**src/rtl/pipeline_ctrl_pkg.sv**
```systemverilog
// Shared definitions for the MIPS pipeline hazard/sequencing controller:
// FSM encodings, forwarding-select encodings and parameter defaults.
package pipeline_ctrl_pkg;

   typedef enum logic [1:0] {
      StRun   = 2'b00,
      StDrain = 2'b01,
      StFire  = 2'b10,
      StHalt  = 2'b11
   } ctrl_state_e;

   localparam logic [1:0] FwdReg = 2'b00;
   localparam logic [1:0] FwdWb  = 2'b01;
   localparam logic [1:0] FwdMem = 2'b10;

   localparam int unsigned DefDrainCycles = 3;
   localparam int unsigned DefExitCode    = 10;

   // A destination matches a source only when it is a real register ($0 never matches).
   function automatic logic reg_match(input logic [4:0] dst, input logic [4:0] src);
      return (dst != 5'd0) && (dst == src);
   endfunction

endpackage

```
**src/rtl/pipeline_ctrl_if.sv**
```systemverilog
// Pipeline-side signal bundle of the hazard controller: stage register
// indices and control bits in, stall/flush/forward/syscall controls out.
interface pipeline_ctrl_if;

   logic [4:0]  Rs_D;
   logic [4:0]  Rt_D;
   logic        branch_D;
   logic        jr_D;
   logic        syscall_D;
   logic        pcsrc_D;
   logic [31:0] v0_D;
   logic [4:0]  Rs_E;
   logic [4:0]  Rt_E;
   logic [4:0]  writeReg_E;
   logic        regWrite_E;
   logic        memToReg_E;
   logic [4:0]  writeReg_M;
   logic        regWrite_M;
   logic        memToReg_M;
   logic [4:0]  writeReg_W;
   logic        regWrite_W;

   logic        stall_F;
   logic        stall_D;
   logic        flush_D;
   logic        flush_E;
   logic [1:0]  fwdA_E;
   logic [1:0]  fwdB_E;
   logic        fwdA_D;
   logic        fwdB_D;
   logic        syscall_fire;
   logic        halt;
   logic [31:0] stall_count;

   modport master (
      output Rs_D, Rt_D, branch_D, jr_D, syscall_D, pcsrc_D, v0_D,
      output Rs_E, Rt_E, writeReg_E, regWrite_E, memToReg_E,
      output writeReg_M, regWrite_M, memToReg_M, writeReg_W, regWrite_W,
      input  stall_F, stall_D, flush_D, flush_E, fwdA_E, fwdB_E, fwdA_D, fwdB_D,
      input  syscall_fire, halt, stall_count
   );

   modport slave (
      input  Rs_D, Rt_D, branch_D, jr_D, syscall_D, pcsrc_D, v0_D,
      input  Rs_E, Rt_E, writeReg_E, regWrite_E, memToReg_E,
      input  writeReg_M, regWrite_M, memToReg_M, writeReg_W, regWrite_W,
      output stall_F, stall_D, flush_D, flush_E, fwdA_E, fwdB_E, fwdA_D, fwdB_D,
      output syscall_fire, halt, stall_count
   );

endinterface

```
**src/rtl/pipeline_ctrl_forward_unit.sv**
```systemverilog
// Combinational operand forwarding for the EX-stage ALU muxes and the
// ID-stage branch comparator. MEM takes priority over WB as the younger result.
module pipeline_ctrl_forward_unit
   import pipeline_ctrl_pkg::*;
(
   input  logic [4:0] rs_e_i,
   input  logic [4:0] rt_e_i,
   input  logic [4:0] rs_d_i,
   input  logic [4:0] rt_d_i,
   input  logic [4:0] write_reg_m_i,
   input  logic       reg_write_m_i,
   input  logic [4:0] write_reg_w_i,
   input  logic       reg_write_w_i,
   output logic [1:0] fwd_a_e_o,
   output logic [1:0] fwd_b_e_o,
   output logic       fwd_a_d_o,
   output logic       fwd_b_d_o
);

   always_comb begin
      fwd_a_e_o = FwdReg;
      if (reg_write_m_i && reg_match(write_reg_m_i, rs_e_i)) begin
         fwd_a_e_o = FwdMem;
      end else if (reg_write_w_i && reg_match(write_reg_w_i, rs_e_i)) begin
         fwd_a_e_o = FwdWb;
      end
   end

   always_comb begin
      fwd_b_e_o = FwdReg;
      if (reg_write_m_i && reg_match(write_reg_m_i, rt_e_i)) begin
         fwd_b_e_o = FwdMem;
      end else if (reg_write_w_i && reg_match(write_reg_w_i, rt_e_i)) begin
         fwd_b_e_o = FwdWb;
      end
   end

   assign fwd_a_d_o = reg_write_m_i && reg_match(write_reg_m_i, rs_d_i);
   assign fwd_b_d_o = reg_write_m_i && reg_match(write_reg_m_i, rt_d_i);

endmodule

```
**src/rtl/pipeline_ctrl.sv**
```systemverilog
// Hazard and sequencing controller for the five-stage MIPS pipeline: load/branch
// stalls, forwarding, syscall drain/fire/halt FSM and a saturating stall counter.
module pipeline_ctrl
   import pipeline_ctrl_pkg::*;
#(
   parameter int unsigned DRAIN_CYCLES = DefDrainCycles,
   parameter int unsigned EXIT_CODE    = DefExitCode
) (
   input logic            clk,
   input logic            reset,
   pipeline_ctrl_if.slave bus
);

   localparam int unsigned CntW = (DRAIN_CYCLES > 2) ? $clog2(DRAIN_CYCLES) : 1;

   ctrl_state_e     state_q, state_d;
   logic [CntW-1:0] drain_q, drain_d;
   logic [31:0]     stall_count_q, stall_count_d;

   logic [1:0] fwd_a_e, fwd_b_e;
   logic       fwd_a_d, fwd_b_d;
   logic       hit_e, hit_m, lwstall, brstall, hazard;
   logic       stall, flush_d, fire, halt;

   pipeline_ctrl_forward_unit u_forward_unit (
      .rs_e_i        (bus.Rs_E),
      .rt_e_i        (bus.Rt_E),
      .rs_d_i        (bus.Rs_D),
      .rt_d_i        (bus.Rt_D),
      .write_reg_m_i (bus.writeReg_M),
      .reg_write_m_i (bus.regWrite_M),
      .write_reg_w_i (bus.writeReg_W),
      .reg_write_w_i (bus.regWrite_W),
      .fwd_a_e_o     (fwd_a_e),
      .fwd_b_e_o     (fwd_b_e),
      .fwd_a_d_o     (fwd_a_d),
      .fwd_b_d_o     (fwd_b_d)
   );

   assign hit_e = reg_match(bus.writeReg_E, bus.Rs_D) || reg_match(bus.writeReg_E, bus.Rt_D);
   assign hit_m = reg_match(bus.writeReg_M, bus.Rs_D) || reg_match(bus.writeReg_M, bus.Rt_D);

   assign lwstall = bus.memToReg_E && bus.regWrite_E && hit_e;
   // Branch compares in ID, so it must also wait on an ALU result still in EX
   // and on a load result still in MEM.
   assign brstall = (bus.branch_D || bus.jr_D) &&
                    ((bus.regWrite_E && hit_e) || (bus.memToReg_M && hit_m));
   assign hazard  = lwstall || brstall;

   always_comb begin
      state_d = state_q;
      drain_d = drain_q;
      stall   = 1'b0;
      flush_d = 1'b0;
      fire    = 1'b0;
      halt    = 1'b0;
      case (state_q)
         StRun: begin
            stall = hazard;
            if (bus.syscall_D && !hazard) begin
               stall   = 1'b1;
               drain_d = CntW'(DRAIN_CYCLES - 1);
               state_d = (DRAIN_CYCLES > 1) ? StDrain : StFire;
            end
            flush_d = bus.pcsrc_D && !stall;
         end
         StDrain: begin
            stall   = 1'b1;
            drain_d = drain_q - CntW'(1);
            if (drain_q <= CntW'(1)) begin
               state_d = StFire;
            end
         end
         StFire: begin
            fire    = 1'b1;
            state_d = (bus.v0_D == EXIT_CODE) ? StHalt : StRun;
         end
         StHalt: begin
            stall = 1'b1;
            halt  = 1'b1;
         end
         default: state_d = StRun;
      endcase
   end

   // HALT stalls are excluded so the statistic reflects only real run time.
   always_comb begin
      stall_count_d = stall_count_q;
      if (stall && (state_q == StRun || state_q == StDrain) && (stall_count_q != 32'hFFFF_FFFF)) begin
         stall_count_d = stall_count_q + 32'd1;
      end
   end

   always_ff @(posedge clk) begin
      if (reset) begin
         state_q       <= StRun;
         drain_q       <= '0;
         stall_count_q <= '0;
      end else begin
         state_q       <= state_d;
         drain_q       <= drain_d;
         stall_count_q <= stall_count_d;
      end
   end

   assign bus.stall_F      = !reset && stall;
   assign bus.stall_D      = !reset && stall;
   assign bus.flush_E      = !reset && stall;
   assign bus.flush_D      = !reset && flush_d;
   assign bus.syscall_fire = !reset && fire;
   assign bus.halt         = !reset && halt;
   assign bus.fwdA_E       = reset ? FwdReg : fwd_a_e;
   assign bus.fwdB_E       = reset ? FwdReg : fwd_b_e;
   assign bus.fwdA_D       = !reset && fwd_a_d;
   assign bus.fwdB_D       = !reset && fwd_b_d;
   assign bus.stall_count  = reset ? 32'd0 : stall_count_q;

endmodule

```
**src/flat_wrapper.sv**
```systemverilog
// flat-port wrapper written by rule: the top's interface ports become plain ports
module pipeline_ctrl_flat import pipeline_ctrl_pkg::*;
#(
   parameter int unsigned DRAIN_CYCLES = DefDrainCycles,
   parameter int unsigned EXIT_CODE    = DefExitCode
)
  (clk, reset, bus_Rs_D, bus_Rt_D, bus_branch_D, bus_jr_D, bus_syscall_D, bus_pcsrc_D, bus_v0_D, bus_Rs_E, bus_Rt_E, bus_writeReg_E, bus_regWrite_E, bus_memToReg_E, bus_writeReg_M, bus_regWrite_M, bus_memToReg_M, bus_writeReg_W, bus_regWrite_W, bus_stall_F, bus_stall_D, bus_flush_D, bus_flush_E, bus_fwdA_E, bus_fwdB_E, bus_fwdA_D, bus_fwdB_D, bus_syscall_fire, bus_halt, bus_stall_count);
  pipeline_ctrl_if bus_i ();
  input logic clk;
  input logic reset;
  input wire logic [$bits(bus_i.Rs_D)-1:0] bus_Rs_D;
  input wire logic [$bits(bus_i.Rt_D)-1:0] bus_Rt_D;
  input wire logic [$bits(bus_i.branch_D)-1:0] bus_branch_D;
  input wire logic [$bits(bus_i.jr_D)-1:0] bus_jr_D;
  input wire logic [$bits(bus_i.syscall_D)-1:0] bus_syscall_D;
  input wire logic [$bits(bus_i.pcsrc_D)-1:0] bus_pcsrc_D;
  input wire logic [$bits(bus_i.v0_D)-1:0] bus_v0_D;
  input wire logic [$bits(bus_i.Rs_E)-1:0] bus_Rs_E;
  input wire logic [$bits(bus_i.Rt_E)-1:0] bus_Rt_E;
  input wire logic [$bits(bus_i.writeReg_E)-1:0] bus_writeReg_E;
  input wire logic [$bits(bus_i.regWrite_E)-1:0] bus_regWrite_E;
  input wire logic [$bits(bus_i.memToReg_E)-1:0] bus_memToReg_E;
  input wire logic [$bits(bus_i.writeReg_M)-1:0] bus_writeReg_M;
  input wire logic [$bits(bus_i.regWrite_M)-1:0] bus_regWrite_M;
  input wire logic [$bits(bus_i.memToReg_M)-1:0] bus_memToReg_M;
  input wire logic [$bits(bus_i.writeReg_W)-1:0] bus_writeReg_W;
  input wire logic [$bits(bus_i.regWrite_W)-1:0] bus_regWrite_W;
  output wire logic [$bits(bus_i.stall_F)-1:0] bus_stall_F;
  output wire logic [$bits(bus_i.stall_D)-1:0] bus_stall_D;
  output wire logic [$bits(bus_i.flush_D)-1:0] bus_flush_D;
  output wire logic [$bits(bus_i.flush_E)-1:0] bus_flush_E;
  output wire logic [$bits(bus_i.fwdA_E)-1:0] bus_fwdA_E;
  output wire logic [$bits(bus_i.fwdB_E)-1:0] bus_fwdB_E;
  output wire logic [$bits(bus_i.fwdA_D)-1:0] bus_fwdA_D;
  output wire logic [$bits(bus_i.fwdB_D)-1:0] bus_fwdB_D;
  output wire logic [$bits(bus_i.syscall_fire)-1:0] bus_syscall_fire;
  output wire logic [$bits(bus_i.halt)-1:0] bus_halt;
  output wire logic [$bits(bus_i.stall_count)-1:0] bus_stall_count;
  assign bus_i.Rs_D = bus_Rs_D;
  assign bus_i.Rt_D = bus_Rt_D;
  assign bus_i.branch_D = bus_branch_D;
  assign bus_i.jr_D = bus_jr_D;
  assign bus_i.syscall_D = bus_syscall_D;
  assign bus_i.pcsrc_D = bus_pcsrc_D;
  assign bus_i.v0_D = bus_v0_D;
  assign bus_i.Rs_E = bus_Rs_E;
  assign bus_i.Rt_E = bus_Rt_E;
  assign bus_i.writeReg_E = bus_writeReg_E;
  assign bus_i.regWrite_E = bus_regWrite_E;
  assign bus_i.memToReg_E = bus_memToReg_E;
  assign bus_i.writeReg_M = bus_writeReg_M;
  assign bus_i.regWrite_M = bus_regWrite_M;
  assign bus_i.memToReg_M = bus_memToReg_M;
  assign bus_i.writeReg_W = bus_writeReg_W;
  assign bus_i.regWrite_W = bus_regWrite_W;
  assign bus_stall_F = bus_i.stall_F;
  assign bus_stall_D = bus_i.stall_D;
  assign bus_flush_D = bus_i.flush_D;
  assign bus_flush_E = bus_i.flush_E;
  assign bus_fwdA_E = bus_i.fwdA_E;
  assign bus_fwdB_E = bus_i.fwdB_E;
  assign bus_fwdA_D = bus_i.fwdA_D;
  assign bus_fwdB_D = bus_i.fwdB_D;
  assign bus_syscall_fire = bus_i.syscall_fire;
  assign bus_halt = bus_i.halt;
  assign bus_stall_count = bus_i.stall_count;
  pipeline_ctrl #(.DRAIN_CYCLES(DRAIN_CYCLES), .EXIT_CODE(EXIT_CODE)) u_core (.clk(clk), .reset(reset), .bus(bus_i));
endmodule
```
**config.mk**
```make
export PLATFORM = sky130hd
export DESIGN_NAME = pipeline_ctrl_flat
export DESIGN_NICKNAME = d
export VERILOG_FILES = /design/src/rtl/pipeline_ctrl_pkg.sv /design/src/rtl/pipeline_ctrl_if.sv /design/src/rtl/pipeline_ctrl_forward_unit.sv /design/src/rtl/pipeline_ctrl.sv /design/src/flat_wrapper.sv
export SDC_FILE = /design/constraint.sdc
export NUM_CORES = 1
export LEC_CHECK = 0
export CORE_ASPECT_RATIO = 0.5
export CORE_MARGIN = 2
export CORE_UTILIZATION = 40
export DETAILED_ROUTE_END_ITERATION = 12
export PLACE_DENSITY_LB_ADDON = 0.1
export RECOVER_POWER = 50
export SYNTH_ARGS = -nofsm -noshare
export SYNTH_HDL_FRONTEND = slang
export SYNTH_SLANG_ARGS = --single-unit
```
**constraint.sdc**
```tcl
create_clock -name clk -period 5.5 [get_ports clk]
set_input_delay 0.55 -clock clk [delete_from_list [all_inputs] [get_ports clk]]
set_output_delay 0.55 -clock clk [all_outputs]
set_load 0.1 [all_outputs]
```
==> run summary <==
run metrics: Hold Crit Class reg -> reg, maxcap violations 0, arrival time worst endpoint 3.76 ns, Initial Util between 40 and 50%, row cnt 22, Synth top cell by count nor2_1, share of cells above drive strength 1 13.8%, Worst path max stage delay 1.13 ns, setup TNS 0 ns, drt drc 0, CTS Buf Count 5, setup bufs post-CTS 0, Final Max Slew Viols 0, P per Cell Area around 230 nW/um^2, dpl hpwl 6.41 mm, critical path fanouts, max 5, critical path's slowest cell clkdlybuf4s50_1, RR Startpoint u_core.state_q[0], Congestion Overflow GR 0, Distinct cells, synth 55, vertical die size 66.9 microns, first-pass GRT wire length about 14 mm, CTS Hold Bufs 0, CP Cell Sequence dlygate4sd3_1 > or4_1 > o21ai_0 > nor4_1 > nand3_1 > and4_1 > clkdlybuf4s50_1, R2R Path End u_core.stall_count_q[3], largest area contributor in the netlist dfxtp_1, largest net degree at the start of global routing 61, post-route cell area around 4500 sq um, Post-synth top cells nor2_1, dfxtp_1, nor2b_1, nand2_1, IO Count 122, Max-area cell share 22.8%, final hold vios 0, Net Count, Synth between 400 and 500, Yosys warning count 0, Final setup violation count 0, # clock sinks 36, R2R Setup Slk 2.83 ns, initial antenna violation count 0, dpl cell area 4370 sq um, Final Critical Period between 4 and 5 ns, tool warnings 30, Pre-Repair DR Iteration Count 4, vias in the first global route 2915, critical path endpoint category primary output, Slew @ Worst Pin 1.04 ns, synthesized area about 3200 sq um, worst-case clock buffer depth 2, Yosys chip area approximately 3200 sq um, Slew HR 30.9%, Levels on crit path 7, crit path to bus_fwdA_E[0], post-cts sizing count 0, top_reg_cell synth dfxtp_1, Fillers about 700, Clock transition at path regs 0.05 ns, Critical Path Start bus_writeReg_M[0], syn avg cell area 8.61 sq um, diode count 0, port bufs 121, First DRT Iteration DRCs 114, Die Size ~8700 sq um, CTS H-tree lvls 2, outcome complete, no violations, CP Data Required Time 4.95 ns, Yosys Instances about 370, register share after synthesis 22.8%, Buf/Inv on CP 2, Post-synth regs 36, Layout Nets 562, crit path kind in -> out, critical path launch point type input port, Vias per Instance 5.10, Synth async-reset ratio 0%, Crit path max-delay family buffers and inverters, Cell area leaders dfxtp_1, mux2_4, nor2b_1, DIE WIDTH 130 microns, Mapped Cells 368, CTS tree built, P&R area growth vs syn 42.6%, antenna viol nets, final 0, Pleak 0.00178 uW, root buf cell clkbuf_16, reg2reg path depth 7, fmax 232 MHz, unrepaired setup endpoints after global routing no, Final period util between 70% and 80%, count of library flops with an enable pin 0, GP Congestion about 0.86
==> sequential cells by signal, summed over array words and instances, names as in the netlist <==
register / cells
u_core.drain_q: 2
u_core.stall_count_q: 32
u_core.state_q: 2
==> cells in the final DEF (no fill, tap or decap), types with 2 or more instances in the layout <==
| master | count |
|---|---|
| a21o_1 | 2 |
| a21oi_1 | 2 |
| a31oi_1 | 2 |
| and3_1 | 4 |
| and4_1 | 4 |
| buf_4 | 3 |
| clkbuf_16 | 5 |
| clkbuf_8 | 2 |
| clkdlybuf4s50_1 | 85 |
| dfxtp_1 | 36 |
| dlygate4sd3_1 | 35 |
| ha_1 | 7 |
| inv_1 | 7 |
| mux2_1 | 2 |
| mux2_2 | 3 |
| mux2_4 | 24 |
| nand2_1 | 25 |
| nand3_1 | 24 |
| nand4_1 | 3 |
| nor2_1 | 45 |
| nor2b_1 | 36 |
| nor3_1 | 8 |
| nor3_2 | 19 |
| nor3b_2 | 2 |
| nor4_1 | 13 |
| nor4b_1 | 3 |
| o211ai_1 | 2 |
| o21ai_0 | 6 |
| o31ai_1 | 3 |
| or4_1 | 4 |
| xnor2_1 | 22 |
| xor2_1 | 18 |
==> where the power goes <==
group / switching [uW] / internal [uW]
sequential: 16.0 / 279
clock: 108 / 190
combinational: 307 / 160
total: 431 / 629
==> final cells by class <==
class | instances | area [sq um] | share of cell area [%]
clock buffers | 7 | 153 | 3.38
inverters | 7 | 26.3 | 0.582
multi-input cells | 303 | 2250 | 49.9
flip-flops and latches | 36 | 721 | 16.0
well taps | 108 | 135 | 2.99
repair buffers | 124 | 1230 | 27.2
==> cells by family after synthesis <==
kind of cell	share of synthesized area [%]
simple gates	38.7
buf+inv	5.85
mux	13.5
xor+xnor	11.1
flops	22.8
compound gates	5.37
fa+ha+maj	2.77
==> metrics by stage <==
stage | utilization, % | setup WS (ns) | hold slack (ns) | std cells | total power (uW)
after floorplan | - | 0.527 | 0.470 | 368 | 666
after global placement | 58.4 | 1.32 | 0.502 | 578 | 767
after detailed placement | 58.4 | 1.29 | 0.518 | 578 | 771
after CTS | 60.4 | 1.27 | 0.526 | 585 | 1070
after global routing | 60.3 | 1.03 | 0.537 | 585 | 1120
final | 60.3 | 1.19 | 0.523 | 585 | 1060
==> routing by layer <==
metal  track usage, %  vias to the layer above  routed length, microns
met5                0                        -                       0
met4             5.65                        0                     105
met3             4.98                        9                     495
met2             35.1                       82                    3840
met1             23.6                     1381                    3730
li1                 -                     1510                       -
==> tightest hold or removal path: cells and delay by family (launching register included) <==
family,cells,cell delay (ns)
flops,1,0.32
compound gates,1,0.08
buf+inv,1,0.07
==> worst min-delay path by stage <==
stage,endpoint,from,cells after the start,slack [ns]
floorplan,u_core.drain_q[1],u_core.drain_q[1],2,0.47
global placement,u_core.drain_q[1],u_core.drain_q[1],2,0.50
detailed placement,u_core.drain_q[1],u_core.drain_q[1],2,0.52
CTS,u_core.drain_q[1],u_core.drain_q[1],2,0.53
global route,u_core.drain_q[1],u_core.drain_q[1],2,0.54
finish,u_core.drain_q[1],u_core.drain_q[1],2,0.52
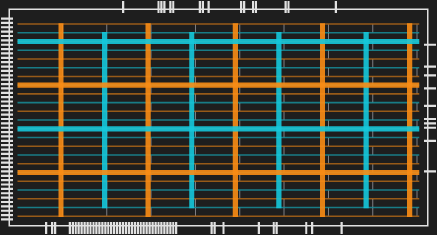
**Above:** PDN straps and rails.
Pins as bars on the die edge. Tap cells in gray.
VSS: in orange. VDD: in cyan.
9 straps on met4. 4 straps on met5. 23 met1 rails follow the rows. The core has 22 rows. 108 tap cells.
peak supply drop: 137 uV
core area: 7490 sq um

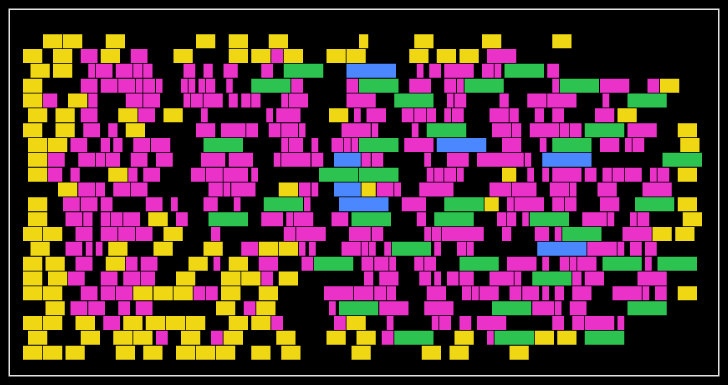
**Above:** placement by cell class.
flops: in green, cells 36. other buffers and delay cells: in yellow, cells 124. clock drivers and dummy loads: in blue, cells 7. combinational and other logic: in magenta, cells 310.
sequential share of cell area: 16.0%
Util after Layout: 60.3%

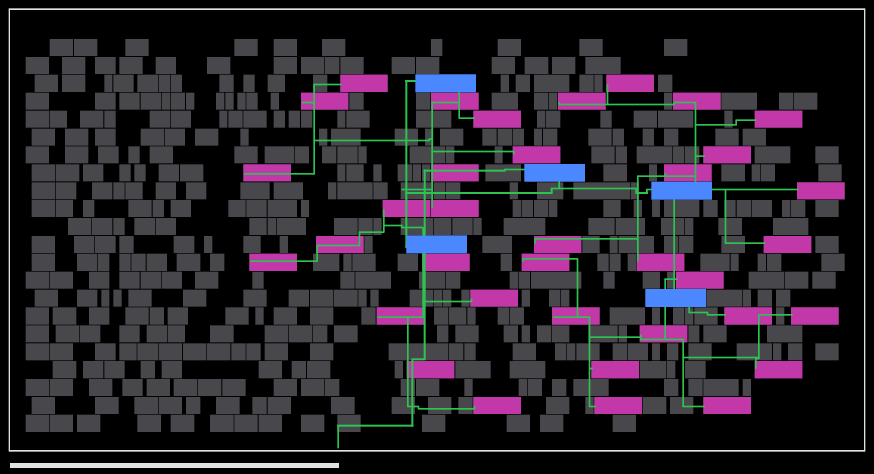
**Above:** clock distribution.
Scale bar: 50 microns.
clock drivers: in blue, count 5. clock wires: in green, length 577 microns. flip-flops: in magenta, count 36.
There are 6 routed clock nets.
clock skew: 0.00466 ns
Latency at later pin: 0.28 ns
Clk pwr share: 28.1%
Power Clock: 298 uW

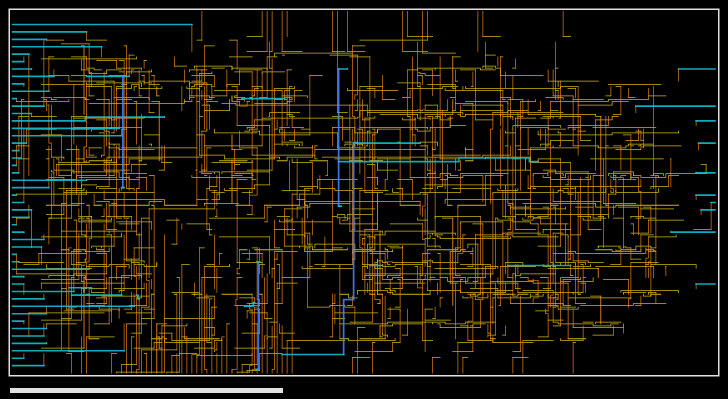
**Above:** wiring by layer.
Scale bar: 50 microns.
metal 4: in blue, wire length 106 microns. metal 1: in yellow, wire length 3730 microns. metal 2: in orange, wire length 3840 microns. metal 3: in cyan, wire length 496 microns.
final WL: 8.17 mm
gr usage total: 19.7%
Avg WL per Cell: 14.0 microns
detailed-route via count: 2982

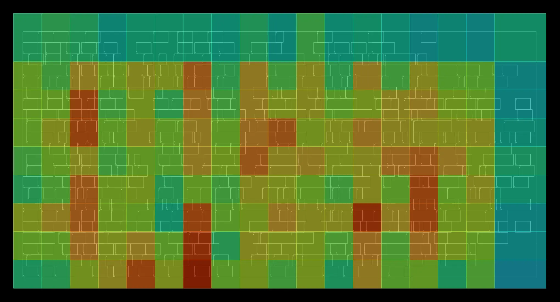
**Above:** routing congestion.
Global Route met2 Usage: 35.1%
global routing's busiest layer: met2
met1 Usage GRT: 23.6%
met3 Use GR: 4.98%

Power figures rest on the tool's default switching activity, not on a simulated workload.
